File: src/rtl/cpu_pkg.sv
// Shared widths, reset PC and memory-port owner encoding for the fetch stage.
package cpu_pkg;

  localparam int ADDR_W = 8;
  localparam int DATA_W = 8;
  localparam logic [ADDR_W-1:0] RESET_PC = 8'h00;

  typedef enum logic [1:0] {
    OWN_IDLE  = 2'd0,
    OWN_FETCH = 2'd1,
    OWN_DATA  = 2'd2
  } owner_e;

endpackage

File: src/rtl/fetch_fifo.sv
// Prefetch buffer of {address, byte} pairs with single-cycle flush.
// FETCH_SMC_SNOOP_EN exports entry addresses and valid bits for store snooping.
module fetch_fifo #(
  parameter int AW    = 8,
  parameter int DW    = 8,
  parameter int DEPTH = 4
) (
  input  logic             clk,
  input  logic             rst_n,
  input  logic             push_i,
  input  logic             pop_i,
  input  logic             flush_i,
  input  logic [AW-1:0]    push_addr_i,
  input  logic [DW-1:0]    push_data_i,
  output logic             full_o,
  output logic             empty_o,
  output logic [AW-1:0]    head_addr_o,
`ifdef FETCH_SMC_SNOOP_EN
  output logic [AW-1:0]    entry_addr_o [DEPTH],
  output logic [DEPTH-1:0] entry_valid_o,
`endif
  output logic [DW-1:0]    head_data_o
);

  localparam int PW = $clog2(DEPTH);
  localparam int CW = PW + 1;

  logic [AW-1:0] addr_q [DEPTH];
  logic [DW-1:0] data_q [DEPTH];
  logic [PW-1:0] wr_ptr_q;
  logic [PW-1:0] rd_ptr_q;
  logic [CW-1:0] count_q;

  // A push on a full buffer is only issued alongside a pop, so the slot being overwritten is the departing head.
  always_ff @(posedge clk) begin
    if (push_i && !flush_i) begin
      addr_q[wr_ptr_q] <= push_addr_i;
      data_q[wr_ptr_q] <= push_data_i;
    end
  end

  always_ff @(posedge clk or negedge rst_n) begin
    if (!rst_n) begin
      wr_ptr_q <= '0;
      rd_ptr_q <= '0;
      count_q  <= '0;
    end else if (flush_i) begin
      wr_ptr_q <= '0;
      rd_ptr_q <= '0;
      count_q  <= '0;
    end else begin
      if (push_i) wr_ptr_q <= wr_ptr_q + PW'(1);
      if (pop_i)  rd_ptr_q <= rd_ptr_q + PW'(1);
      case ({push_i, pop_i})
        2'b10:   count_q <= count_q + CW'(1);
        2'b01:   count_q <= count_q - CW'(1);
        default: count_q <= count_q;
      endcase
    end
  end

  assign full_o      = (count_q == CW'(DEPTH));
  assign empty_o     = (count_q == '0);
  assign head_addr_o = addr_q[rd_ptr_q];
  assign head_data_o = data_q[rd_ptr_q];

`ifdef FETCH_SMC_SNOOP_EN
  logic [DEPTH-1:0] valid_q;
  logic [DEPTH-1:0] valid_d;

  always_comb begin
    valid_d = valid_q;
    if (pop_i)  valid_d[rd_ptr_q] = 1'b0;
    if (push_i) valid_d[wr_ptr_q] = 1'b1;
  end

  always_ff @(posedge clk or negedge rst_n) begin
    if (!rst_n)       valid_q <= '0;
    else if (flush_i) valid_q <= '0;
    else              valid_q <= valid_d;
  end

  assign entry_addr_o  = addr_q;
  assign entry_valid_o = valid_q;
`endif

endmodule

File: src/rtl/fetch_unit.sv
// Fetch stage owning the unified memory port: instruction prefetch, data load/store arbitration, PC redirect.
// FETCH_SMC_SNOOP_EN enables flush-and-refetch when a store hits a prefetched address.
module fetch_unit #(
  parameter int                ADDR_W     = cpu_pkg::ADDR_W,
  parameter int                DATA_W     = cpu_pkg::DATA_W,
  parameter int                FIFO_DEPTH = 4,
  parameter logic [ADDR_W-1:0] RESET_PC   = cpu_pkg::RESET_PC
) (
  input  logic              clk,
  input  logic              rst_n,
  output logic [ADDR_W-1:0] mem_addr,
  output logic [DATA_W-1:0] mem_din,
  output logic              mem_we,
  input  logic [DATA_W-1:0] mem_dout,
  input  logic              fetch_en,
  output logic [DATA_W-1:0] instr_data,
  output logic [ADDR_W-1:0] instr_pc,
  output logic              instr_valid,
  input  logic              instr_ready,
  input  logic              redir_valid,
  input  logic [ADDR_W-1:0] redir_addr,
  input  logic              dreq_valid,
  input  logic              dreq_we,
  input  logic [ADDR_W-1:0] dreq_addr,
  input  logic [DATA_W-1:0] dreq_wdata,
  output logic              dreq_ready,
  output logic              drsp_valid,
  output logic [DATA_W-1:0] drsp_data
);

  import cpu_pkg::*;

  owner_e            owner;
  logic [ADDR_W-1:0] pc_q;
  logic [ADDR_W-1:0] pc_d;
  logic              drsp_valid_q;
  logic [DATA_W-1:0] drsp_data_q;
  logic              fifo_full;
  logic              fifo_empty;
  logic [ADDR_W-1:0] head_addr;
  logic [DATA_W-1:0] head_data;
  logic              pop;
  logic              can_push;
  logic              flush;
  logic              fifo_push;
  logic              fifo_pop;
  logic              load_grant;
  logic              snoop_hit;

  assign instr_valid = !fifo_empty;
  assign pop         = instr_valid && instr_ready;
  assign can_push    = !fifo_full || pop;

  // Owner is forced idle during reset so an in-flight store cannot write memory.
  always_comb begin
    owner = OWN_IDLE;
    if (!rst_n)                    owner = OWN_IDLE;
    else if (dreq_valid)           owner = OWN_DATA;
    else if (fetch_en && can_push) owner = OWN_FETCH;
  end

  assign dreq_ready = (owner == OWN_DATA);
  assign mem_we     = (owner == OWN_DATA) && dreq_we;
  assign mem_addr   = (owner == OWN_DATA) ? dreq_addr : pc_q;
  assign mem_din    = mem_we ? dreq_wdata : '0;
  assign load_grant = (owner == OWN_DATA) && !dreq_we;

`ifdef FETCH_SMC_SNOOP_EN
  logic [ADDR_W-1:0]     entry_addr [FIFO_DEPTH];
  logic [FIFO_DEPTH-1:0] entry_valid;

  always_comb begin
    snoop_hit = 1'b0;
    if (mem_we) begin
      for (int i = 0; i < FIFO_DEPTH; i++) begin
        if (entry_valid[i] && (entry_addr[i] == dreq_addr)) snoop_hit = 1'b1;
      end
    end
  end
`else
  assign snoop_hit = 1'b0;
`endif

  assign flush     = redir_valid || snoop_hit;
  assign fifo_push = (owner == OWN_FETCH) && !flush;
  assign fifo_pop  = pop && !flush;

  // A snoop hit always restarts at the head: the oldest match is either the head itself or younger than it.
  always_comb begin
    pc_d = pc_q;
    if (redir_valid)             pc_d = redir_addr;
    else if (snoop_hit)          pc_d = head_addr;
    else if (owner == OWN_FETCH) pc_d = pc_q + ADDR_W'(1);
  end

  always_ff @(posedge clk or negedge rst_n) begin
    if (!rst_n) begin
      pc_q         <= RESET_PC;
      drsp_valid_q <= 1'b0;
      drsp_data_q  <= '0;
    end else begin
      pc_q         <= pc_d;
      drsp_valid_q <= load_grant;
      if (load_grant) drsp_data_q <= mem_dout;
    end
  end

  assign drsp_valid = drsp_valid_q;
  assign drsp_data  = drsp_data_q;
  assign instr_data = head_data;
  assign instr_pc   = head_addr;

  fetch_fifo #(
    .AW    (ADDR_W),
    .DW    (DATA_W),
    .DEPTH (FIFO_DEPTH)
  ) u_fifo (
    .clk           (clk),
    .rst_n         (rst_n),
    .push_i        (fifo_push),
    .pop_i         (fifo_pop),
    .flush_i       (flush),
    .push_addr_i   (pc_q),
    .push_data_i   (mem_dout),
    .full_o        (fifo_full),
    .empty_o       (fifo_empty),
    .head_addr_o   (head_addr),
`ifdef FETCH_SMC_SNOOP_EN
    .entry_addr_o  (entry_addr),
    .entry_valid_o (entry_valid),
`endif
    .head_data_o   (head_data)
  );

endmodule

File: config.mk
export PLATFORM = sky130hd
export DESIGN_NAME = fetch_unit
export DESIGN_NICKNAME = d
export VERILOG_FILES = /design/src/rtl/cpu_pkg.sv /design/src/rtl/fetch_fifo.sv /design/src/rtl/fetch_unit.sv
export SDC_FILE = /design/constraint.sdc
export NUM_CORES = 1
export LEC_CHECK = 0
export ABC_AREA = 0
export CELL_PAD_IN_SITES_DETAIL_PLACEMENT = 0
export CELL_PAD_IN_SITES_GLOBAL_PLACEMENT = 1
export CORE_UTILIZATION = 46
export DETAILED_ROUTE_END_ITERATION = 8
export DONT_BUFFER_PORTS = 1
export PLACE_DENSITY_LB_ADDON = 0.1
export SKIP_CTS_REPAIR_TIMING = 1
export SLEW_MARGIN = 40
export SYNTH_ARGS = -nofsm -noshare
export SYNTH_HDL_FRONTEND = slang
export SYNTH_SLANG_ARGS = --single-unit
File: constraint.sdc
create_clock -name clk -period 1.9 [get_ports clk]
set_clock_uncertainty 0.05 [all_clocks]
set_input_delay 0.38 -clock clk [delete_from_list [all_inputs] [get_ports clk]]
set_output_delay 0.38 -clock clk [all_outputs]
set_load 0.1 [all_outputs]
==> run_1/met2.png <==
Cells faint in the background.
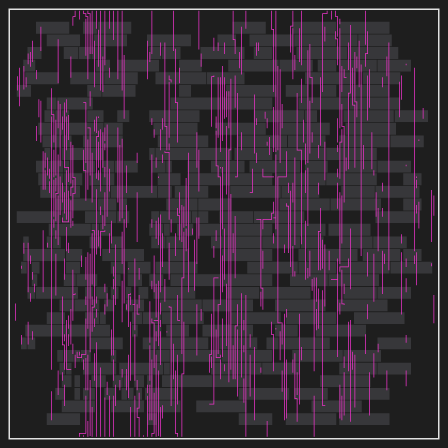
main direction: vertical
nets with wire on the layer: 299
share of all routed wire: 52%
via count: 2136
met2 track demand over resource: 32.3%
wire length reported by the detailed router: 7390 um

==> run_1/final_placement.png <==
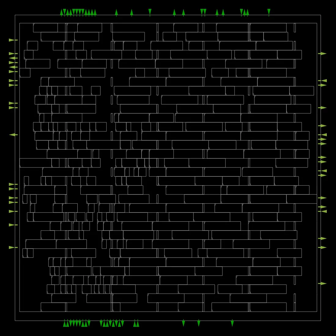
sequential fraction of total cell area: 50.1%
placeable core region: 7810 sq um
number of rows created at floorplan: 32
flop count: 88
core occupancy in the finished layout: 64.8%

==> run_1/density.png <==
9 x 9 tiles, from white (low) to dark blue (high), 0 to 100% covered.
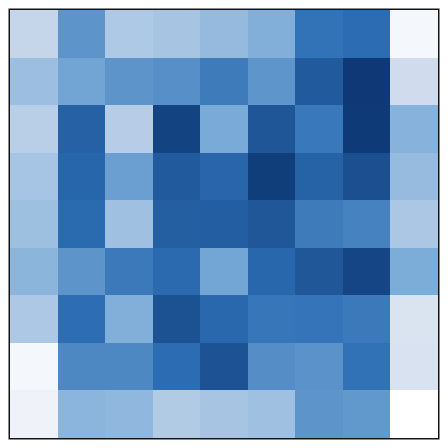
nearly empty tiles: 1.2%
densest ninth of the die: centre
mean over tiles: 58%
effective utilization at floorplan: 48.0%

[run 1: synth_stat cells (5+ instances only)]
cell,n
and2_1,13
dfrtp_1,24
edfxtp_1,64
ha_1,5
mux2_2,10
mux4_2,16
nand2_1,36
nor2_1,5
o21ai_0,8
xnor2_1,6
[run 1: flip-flops by register name, summed over array words and instances, names as in the netlist]
| signal | count |
|---|---|
| u_fifo.addr_q | 32 |
| u_fifo.data_q | 32 |
| drsp_data | 8 |
| pc_q | 8 |
| u_fifo.count_q | 3 |
| u_fifo.rd_ptr_q | 2 |
| u_fifo.wr_ptr_q | 2 |
| drsp_valid | 1 |
[run 1: where the power goes]
part	total [mW]	switching [mW]	internal (mW)	leakage, nW
Clock	1.16	0.675	0.483	0.0822
Combinational	2.00	1.21	0.794	0.893
Sequential	2.49	0.330	2.16	0.869
==> impl_summary.log, run 1 <==
[report] implementation figures
INFO  metric worstPathRequired = 1.47 ns
INFO  metric die_width = 92.2 um
INFO  metric ys_dominant_reg_cell = edfxtp_1
INFO  metric maxUsedRoutingLayer = met4
INFO  metric final_antenna_net_count = 0
INFO  metric met3_wirelength = 310 um
INFO  metric setup_viol = 18
INFO  metric postSynth.asyncResetShare = 27.3%
INFO  metric remaining_overflow_grt = 0
INFO  metric hold_viol = 0
INFO  metric hold_class = in2reg
INFO  metric min_to = u_fifo.count_q[2]$_DFFE_PN0P_
INFO  metric post_dp_cell_area = 4770 sq um
INFO  metric fillers = 555
INFO  metric multi_input_comb_cells = 138
INFO  metric detailedRoute.firstIterationViolations = 111
INFO  metric syn_inst_count = 237
INFO  metric crit-reg2reg-capture = u_fifo.count_q[2]$_DFFE_PN0P_
INFO  metric dominant-cell-class = flip-flops and latches
INFO  metric openroad.warnings = 31
INFO  metric worst_path_dominant_cell_family = multiplexers
INFO  metric timing_worst_setup_path_type = reg2out
INFO  metric static-leakage-power = 1.84 nW
INFO  metric violations_in_the_final_reports = setup timing
INFO  metric smallest_setup_slack_after_layout = -0.234 ns
INFO  metric ys_chip_area = 3740 sq um
INFO  metric outcome = complete, but fails checks
INFO  metric area_leaders = edfxtp_1 51%, dfrtp_1 16%, mux4_2 9.6%, nand2_1 3.6%, mux2_2 3.0%
INFO  metric final.signal_buffer_count = 57
INFO  metric worst_skew_pair.late_latency = 0.35 ns
INFO  metric synth-seq-cells = 88
INFO  metric worstReg2RegStart = u_fifo.count_q[0]$_DFFE_PN0P_
INFO  metric path_buffers = 2
INFO  metric drt-vias-per-instance = 5.29
INFO  metric edf_count = 64
INFO  metric root_buffer = clkbuf_8
INFO  metric ys_warn_count = 0
INFO  metric syn_area = 3740 sq um
INFO  metric post-route-period-util = 112%
INFO  metric portBuffers = 0
==> run 1 -> run 2 <==
SLEW_MARGIN = 10   (was 40)
TNS_END_PERCENT = 100   (was default)
==> run_2/met2.png <==
Cells faint in the background.
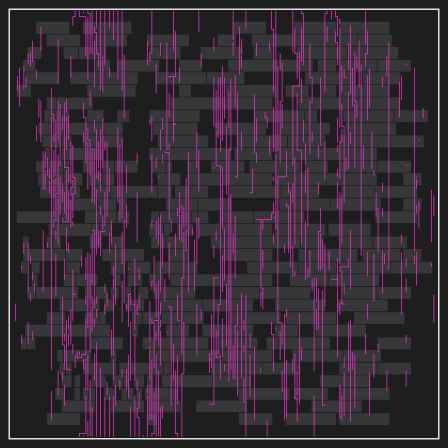
wire length reported by the detailed router: 7390 um
via count: 2132

==> run_2/registers.png <==
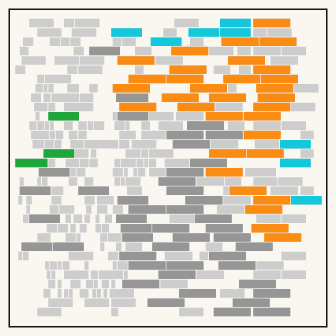
| colour | name in the netlist | sequential cells |
|---|---|---|
| cyan | drsp_data | 8 |
| green | u_fifo.count_q | 3 |
| orange | u_fifo.data_q | 32 |
not coloured: 45
sequential standard cell area: 2520 sq um
sequential fraction of total cell area: 50.0%
core occupancy in the finished layout: 64.7%
power attributed to sequential cells: 2.48 mW

==> impl_summary.log, run 2 <==
[report] implementation figures
INFO  metric floorplan.rows = 32
INFO  metric min_to = u_fifo.count_q[2]$_DFFE_PN0P_
INFO  metric violations_in_the_final_reports = setup timing
INFO  metric edf_count = 64
INFO  metric area_leaders = edfxtp_1 51%, dfrtp_1 16%, mux4_2 9.6%, nand2_1 3.6%, mux2_2 3.0%
INFO  metric smallest_setup_slack_after_layout = -0.232 ns
INFO  metric openroad.warnings = 31
INFO  metric core_util_floorplan = 48.0%
INFO  metric postSynth.asyncResetShare = 27.3%
INFO  metric synth_top_cell_by_count = edfxtp_1
INFO  metric outcome = complete, but fails checks
INFO  metric ys_warn_count = 0
INFO  metric post_dp_cell_area = 4770 sq um
INFO  metric drt-vias-per-instance = 5.28
INFO  metric setup_viol = 18
INFO  metric die_width = 92.2 um
INFO  metric hold_class = in2reg
INFO  metric worstPathRequired = 1.47 ns
INFO  metric worst_skew_pair.late_latency = 0.35 ns
INFO  metric comb_power_share = 35.5%
INFO  metric p_sw = 2.21 mW
INFO  metric portBuffers = 0
INFO  metric fillers = 561
INFO  metric largest_registers = u_fifo.addr_q (32), u_fifo.data_q (32)
INFO  metric p_comb = 2.00 mW
INFO  metric detailedRoute.firstIterationViolations = 110
INFO  metric static-leakage-power = 1.85 nW
INFO  metric part_of_the_power_in_the_clock_network = 20.5%
INFO  metric dominant-cell-class = flip-flops and latches
INFO  metric remaining_overflow_grt = 0
INFO  metric timing_worst_setup_path_type = reg2out
INFO  metric worst_path_dominant_cell_family = multiplexers
INFO  metric post-route-period-util = 112%
INFO  metric sw_frac_of_total = 39.2%
INFO  metric hold_viol = 0
INFO  metric pg_clk = 1.16 mW
INFO  metric design.core.area = 7810 sq um
INFO  metric syn_inst_count = 237
INFO  metric root_buffer = clkbuf_8
INFO  metric final_antenna_net_count = 0
==> run_2/met1.png <==
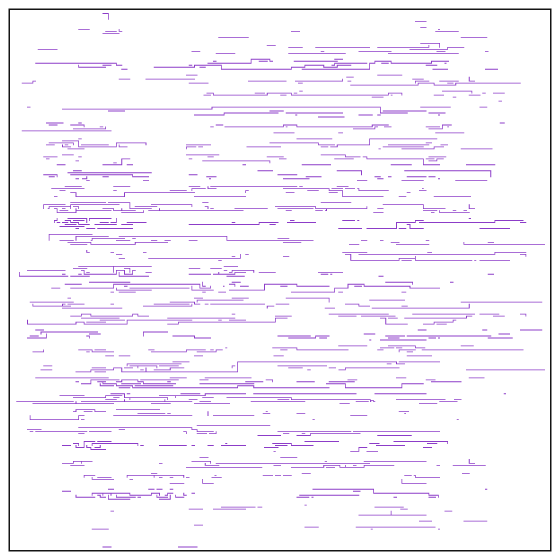
longest straight run: 28.8 um
wire length on this layer: 3100 um
met1 global-route usage: 22.8%

run 2: per-layer routing:
metal	share of wire [%]	track usage [%]
met4	1.6	8.46
met2	52	32.3
met5	0	0
met3	4.3	3.98
met1	42	22.8
run 2: stage by stage:
step	instances	utilization [%]
3_3_place_gp	383	61.1
6_report	404	64.7
3_5_place_dp	383	61.1
5_1_grt	404	64.7
2_1_floorplan	237	-
4_1_cts	399	63.4
run 2: cell families (layout without fill, tap and decap cells):
logic type,count (synthesis),after routing,synth area share (%)
DFF,88,88,67.4
and+or+nand+nor,80,80,11.2
muxes,29,29,13.6
AOI/OAI and AO/OA,12,12,1.67
xor gates and xnor gates,11,11,2.77
buffers and inverters,11,76,1.20
adders and majority gates,6,6,2.21
No activity file was given, so power comes from the tool's default toggle rates.
